### Layout detail

Window x 5 to 30, y 40 to 65 um. Cells in gray, sequential cells in the stronger gray; small squares are vias.
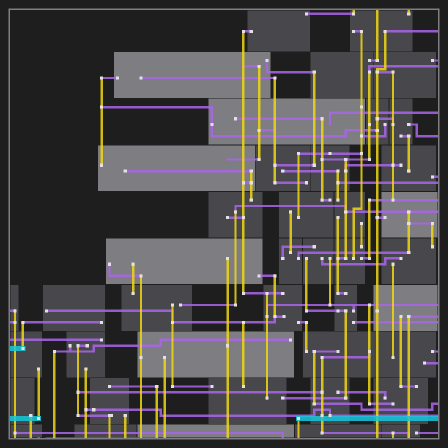
### Track usage over the die

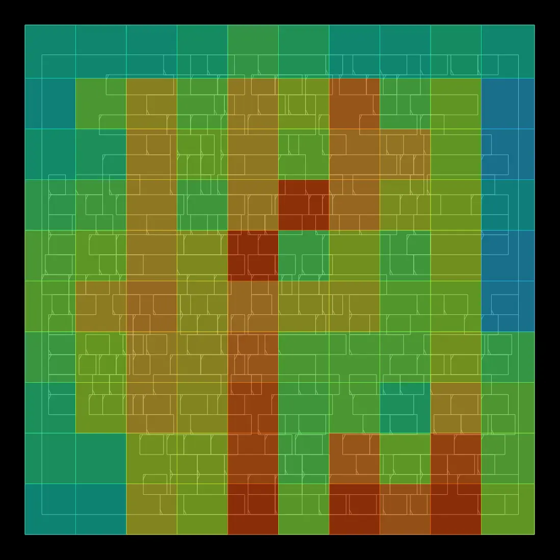
### M1 wires

Drawn at 6 px/um.
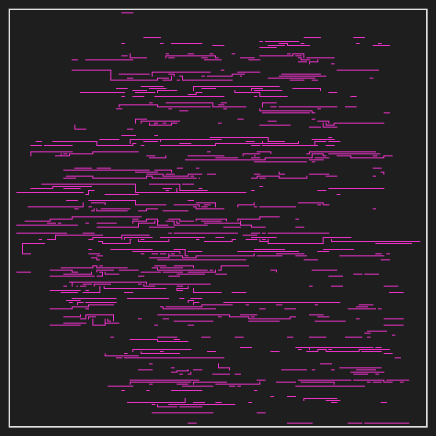
### Placed cells, one color a class

Drawn at 6 px/um.
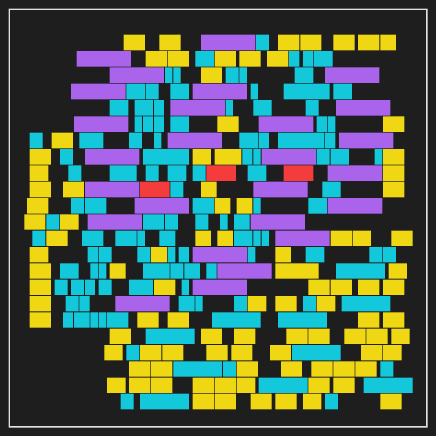
===== config.mk =====
export PLATFORM = sky130hd
export DESIGN_NAME = bandit_arbiter
export DESIGN_NICKNAME = d
export VERILOG_FILES = /design/src/rtl/bandit_arbiter.sv
export SDC_FILE = /design/constraint.sdc
export NUM_CORES = 1
export LEC_CHECK = 0
export CORE_MARGIN = 2
export CORE_UTILIZATION = 40
export CTS_CLUSTER_SIZE = 28
export DETAILED_ROUTE_END_ITERATION = 6
export PLACE_DENSITY = 0.81
export SYNTH_ARGS = -nofsm -noshare
export SYNTH_HDL_FRONTEND = slang
export SYNTH_SLANG_ARGS = --single-unit
export TNS_END_PERCENT = 5

===== constraint.sdc =====
create_clock -name clock -period 2.45 [get_ports clock]
set_input_delay 0.49 -clock clock [delete_from_list [all_inputs] [get_ports clock]]
set_output_delay 0.49 -clock clock [all_outputs]
set_load 0.02 [all_outputs]

===== src/rtl/bandit_arbiter.sv =====
// Round-robin arbiter that lends one bandit agent to N environments, one action/reward episode at a time.
// Optional reward-wait timeout with injected reward: define BANDIT_ARBITER_TIMEOUT_EN.
module bandit_arbiter #(
  parameter int unsigned N              = 4,
  parameter int unsigned COUNT_WIDTH    = 16,
  parameter int unsigned TIMEOUT        = 255,
  parameter logic [7:0]  TIMEOUT_REWARD = 8'h00
) (
  input  logic                   clock,
  input  logic                   reset,
  input  logic [N-1:0]           env_request,
  output logic [N-1:0]           env_action_valid,
  output logic [7:0]             env_action_data,
  input  logic [N-1:0]           env_action_ready,
  input  logic [N-1:0]           env_reward_valid,
  input  logic [8*N-1:0]         env_reward_data,
  output logic [N-1:0]           env_reward_ready,
  input  logic                   action_valid,
  input  logic [7:0]             action_data,
  output logic                   action_ready,
  output logic                   reward_valid,
  output logic [7:0]             reward_data,
  input  logic                   reward_ready,
  output logic [N-1:0]           grant,
  output logic                   busy,
  output logic [COUNT_WIDTH-1:0] episode_count
);

  localparam int unsigned PW = (N > 1) ? $clog2(N) : 1;

  localparam logic [1:0] S_IDLE   = 2'd0;
  localparam logic [1:0] S_ACTION = 2'd1;
  localparam logic [1:0] S_REWARD = 2'd2;
`ifdef BANDIT_ARBITER_TIMEOUT_EN
  localparam logic [1:0] S_FLUSH  = 2'd3;
  localparam int unsigned WW = (TIMEOUT > 1) ? $clog2(TIMEOUT + 1) : 1;

  logic [WW-1:0] wait_q, wait_d;
`else
  logic unused_cfg;
  assign unused_cfg = ^{32'(TIMEOUT), TIMEOUT_REWARD};
`endif

  logic [1:0]             state_q, state_d;
  logic [N-1:0]           grant_q, grant_d;
  logic [PW-1:0]          gidx_q, gidx_d;
  logic [PW-1:0]          ptr_q, ptr_d;
  logic [COUNT_WIDTH-1:0] count_q, count_d;

  logic [PW-1:0] cand;
  logic [PW-1:0] pick_idx;
  logic          pick_found;
  logic [PW-1:0] ptr_next;

  // First requester at or above the pointer, wrapping modulo N.
  always_comb begin
    cand       = '0;
    pick_idx   = '0;
    pick_found = 1'b0;
    for (int unsigned k = 0; k < N; k++) begin
      cand = PW'((32'(ptr_q) + k) % N);
      if (!pick_found && env_request[cand]) begin
        pick_found = 1'b1;
        pick_idx   = cand;
      end
    end
  end

  assign ptr_next = (gidx_q == PW'(N - 1)) ? '0 : gidx_q + PW'(1);

  always_ff @(posedge clock or negedge reset) begin
    if (!reset) begin
      state_q <= S_IDLE;
      grant_q <= '0;
      gidx_q  <= '0;
      ptr_q   <= '0;
      count_q <= '0;
`ifdef BANDIT_ARBITER_TIMEOUT_EN
      wait_q  <= '0;
`endif
    end else begin
      state_q <= state_d;
      grant_q <= grant_d;
      gidx_q  <= gidx_d;
      ptr_q   <= ptr_d;
      count_q <= count_d;
`ifdef BANDIT_ARBITER_TIMEOUT_EN
      wait_q  <= wait_d;
`endif
    end
  end

  // Episode sequencing: grant, one action, one reward (or injected reward), release.
  always_comb begin
    state_d = state_q;
    grant_d = grant_q;
    gidx_d  = gidx_q;
    ptr_d   = ptr_q;
    count_d = count_q;
`ifdef BANDIT_ARBITER_TIMEOUT_EN
    wait_d  = wait_q;
`endif
    case (state_q)
      S_IDLE: begin
        if (pick_found) begin
          state_d = S_ACTION;
          grant_d = N'(1) << pick_idx;
          gidx_d  = pick_idx;
        end
      end
      S_ACTION: begin
        if (action_valid && env_action_ready[gidx_q]) begin
          state_d = S_REWARD;
`ifdef BANDIT_ARBITER_TIMEOUT_EN
          wait_d  = '0;
`endif
        end
      end
      S_REWARD: begin
        if (env_reward_valid[gidx_q] && reward_ready) begin
          state_d = S_IDLE;
          grant_d = '0;
          ptr_d   = ptr_next;
          count_d = count_q + COUNT_WIDTH'(1);
        end
`ifdef BANDIT_ARBITER_TIMEOUT_EN
        else if (wait_q == WW'(TIMEOUT - 1)) begin
          state_d = S_FLUSH;
        end else begin
          wait_d = wait_q + WW'(1);
        end
`endif
      end
`ifdef BANDIT_ARBITER_TIMEOUT_EN
      S_FLUSH: begin
        if (reward_ready) begin
          state_d = S_IDLE;
          grant_d = '0;
          ptr_d   = ptr_next;
          count_d = count_q + COUNT_WIDTH'(1);
        end
      end
`endif
      default: begin
        state_d = S_IDLE;
        grant_d = '0;
      end
    endcase
  end

  // Stream routing is purely combinational through the registered grant.
  always_comb begin
    env_action_valid = '0;
    env_action_data  = action_data;
    env_reward_ready = '0;
    action_ready     = 1'b0;
    reward_valid     = 1'b0;
    reward_data      = '0;
    case (state_q)
      S_ACTION: begin
        env_action_valid = grant_q & {N{action_valid}};
        action_ready     = env_action_ready[gidx_q];
      end
      S_REWARD: begin
        reward_valid     = env_reward_valid[gidx_q];
        reward_data      = env_reward_data[{gidx_q, 3'b000} +: 8];
        env_reward_ready = grant_q & {N{reward_ready}};
      end
`ifdef BANDIT_ARBITER_TIMEOUT_EN
      S_FLUSH: begin
        reward_valid = 1'b1;
        reward_data  = TIMEOUT_REWARD;
      end
`endif
      default: ;
    endcase
  end

  assign grant         = grant_q;
  assign busy          = (state_q != S_IDLE);
  assign episode_count = count_q;

endmodule


==> run notes <==
The flow ran to the end, and the final reports show no timing, DRC or antenna violations. Proportion of synthesized flip-flops having asynchronous set or reset: 100.0%. The main area contributors are dfrtp_1 (38%), mux4_2 (13%), and2_1 (5.1%).

The classification of the worst setup path was in -> out. The maximum clock insertion buffer count is 2, and the floorplan utilization is 42.09%. The clock network latency to the later pin of the worst-skew pair was 0.27 ns; the global-route wire length before repair was 7210 um. For the number of violations of the max-capacitance limit, the log shows 0. The OpenROAD warning count was 26.

The first routing iteration left 68 violations. The flip-flop count of the largest register after layout was 16; the switching power as a share of total power was 37.81%. The worst VDD IR drop from the latest analysis is 0.4822 mV.

For the number of global-route vias before repair, the log shows 1474. The class of the most critical hold timing path is reg -> reg. The final timing report lists a max-slew violation count of 0. With the die width at 69.35 um, the clock buffer count from CTS is 3. The top achievable clock speed came out at 418.7 MHz.

The run gives 38.10% for the fraction of the yosys area taken by sequential cells. Of all nets on the critical path, the largest fanout is 2. At the end of the flow, the number of nets in the layout was 303.

The logs give 0 for the remaining number of nets flagged by the antenna check after routing and 39 for the number of distinct library cell variants in the gate-level netlist after synthesis. Most congested layer reported by global routing: met2. Sequential-cell power consumption: 0.641 mW.

The completed layout was analyzed and its total power is 1.911 mW. The script logs the ratio of routed vias to standard cells as 5.239. With the combinational power share at 53.9%, the area of the core is 4058 um2. The worst relative slew slack is 66.98%. After synthesis, the mean cell area works out to 10.88 um2. The net count after synthesis was 215; the area share of the largest cell type after synthesis was 38.10%. The synthesized netlist has a Yosys-reported chip area of 1708 um2.

Per the cell usage report, the commonest logic cells after layout are clkdlybuf4s50_1 (71), dfrtp_1 (26), and2_1 (14), dlygate4sd2_1 (14), nand2_1 (12). The combinational power reported by the tool is 1.03 mW. The HPWL after detailed placement is 3424 um, and the chip footprint is 4809 um2.

In this run, synthesis produced a sequential element count of 26. The period utilization is 97.47%. The internal portion of the total power is 1.188 mW. The launch point of the worst min-delay path is recorded as episode_count[15].

Most frequently used flop master after synthesis: dfrtp_1. The total of warnings raised by yosys was 0. Root buffer cell: clkbuf_8. In this run the core area contains 23 standard-cell rows.

After clock tree synthesis, the flow added hold-fix buffers numbering 0. The setup violation total in the final timing report is 0. The pin closest to its max-slew limit shows a slew of 0.4953 ns.

The critical path data required time is 1.96 ns, and the vertical die dimension is 69.35 um. Sequential cells burn 33.5% of the power. The most common logic cell in the final layout is clkdlybuf4s50_1. The flow reports power dissipated in the clock network as 0.241 mW. With the I/O pin count at 103, the area of the mapped netlist is 1708 um2. Entering global routing, the biggest net connects 27 pins.

The logs give 1 for the H-tree level count and 0.001880 ns for the post-route clock skew. The most common cell in the synthesized netlist is dfrtp_1. Per the GRT congestion report, total overflow comes to 0. Timing startpoint of the critical path: env_action_ready[0]. Power group with the highest consumption: combinational logic. Setup repair after global routing left no endpoint under its margin.

The filler cells instantiated in the layout total 349. The static leakage is 1.231 nW. The run gives 719.4 nW/um2 for the total power density per cell area.
Notes on 'Layout detail' above:
Key: metal 1 = purple; metal 3 = cyan; metal 2 = yellow
Sequential cells in the window: 5. Netlist names of flops here include `episode_count` (4), `grant` (1). 32 logic cells have their middle in the window. Most frequent: clkdlybuf4s50_1 (6), dfrtp_1 (5).

Notes on 'Track usage over the die' above:
wire length per cell after detailed routing: 15.03 um
met3 GRT Util: 3.198%
final core utilization: 65.46%
overall global routing resource usage: 18.45%
GR met2 Demand/Resource: 32.37%

Notes on 'M1 wires' above:
The layer carries 1890 um of wire. The layer holds 43% of the routed length. The longest straight run is 19.3 um.
via count of the routed design: 1535
met1 Usage GRT: 24.21%
wirelength, routed: 4405 um

Notes on 'Placed cells, one color a class' above:
Key: combinational and other logic = cyan [cells 118]; sequential cells = purple [cells 26]; remaining buffers and delay cells = yellow [cells 96]; clock drivers = red [cells 3]

-- worst max-delay path, stage by stage --
cell and delay, ns:
clkdlybuf4s50_1 0.43, mux4_2 0.49, and3b_1 0.18, dlygate4sd2_1 0.31
-- logic make-up after synthesis --
logic type      count (synthesis)  share of synthesized area [%]
compound gates                 16                          6.887
mux                            13                          15.09
flops                          26                          38.10
fa+ha+maj                       2                          1.465
simple gates                   68                          24.69
xor+xnor                       15                          7.693
buf+inv                        17                          6.081
-- routing by layer --
metal	wire length, um	part of all wire, %
met4	20	0.45
met3	157	3.6
met1	1891	43
met2	2335	53
met5	0	0
-- final timing paths --
| kind | end | slack (ns) | cells past startpoint |
|---|---|---|---|
| max | action_ready | 0.06 | 4 |
| min | episode_count[15] | 0.47 | 1 |
| max reg2reg | episode_count[10] | 0.33 | 5 |
| min reg2reg | episode_count[15] | 0.47 | 1 |
| max in group asynchronous | episode_count[1] | 1.62 | 2 |
| min in group asynchronous | episode_count[11] | 0.58 | 2 |
-- per-stage QoR --
step                TNS [ns]  instance area [um2]  hold slack, ns  std cells  worst slack [ns]
floorplan                  0                 1708          0.1944        157            0.5327
CTS                        0                 2654          0.4737        293           0.01980
global placement     -0.9242                 2630          0.4559        290           -0.1427
global route               0                 2656          0.5020        293           0.02028
finish                     0                 2656          0.4656        293           0.06187
detailed placement    -1.022                 2630          0.4625        290           -0.1569
-- layout make-up --
| type | count | area (um2) | share of cell area (%) |
|---|---|---|---|
| tap | 50 | 62.56 | 2.355 |
| clock buffer | 3 | 41.29 | 1.554 |
| timing repair buffer | 96 | 933.4 | 35.14 |
| multi-input combinational | 114 | 953.4 | 35.89 |
| inverter | 4 | 15.01 | 0.5652 |
| sequential | 26 | 650.6 | 24.49 |
Power is estimated from default activity; no workload was simulated.
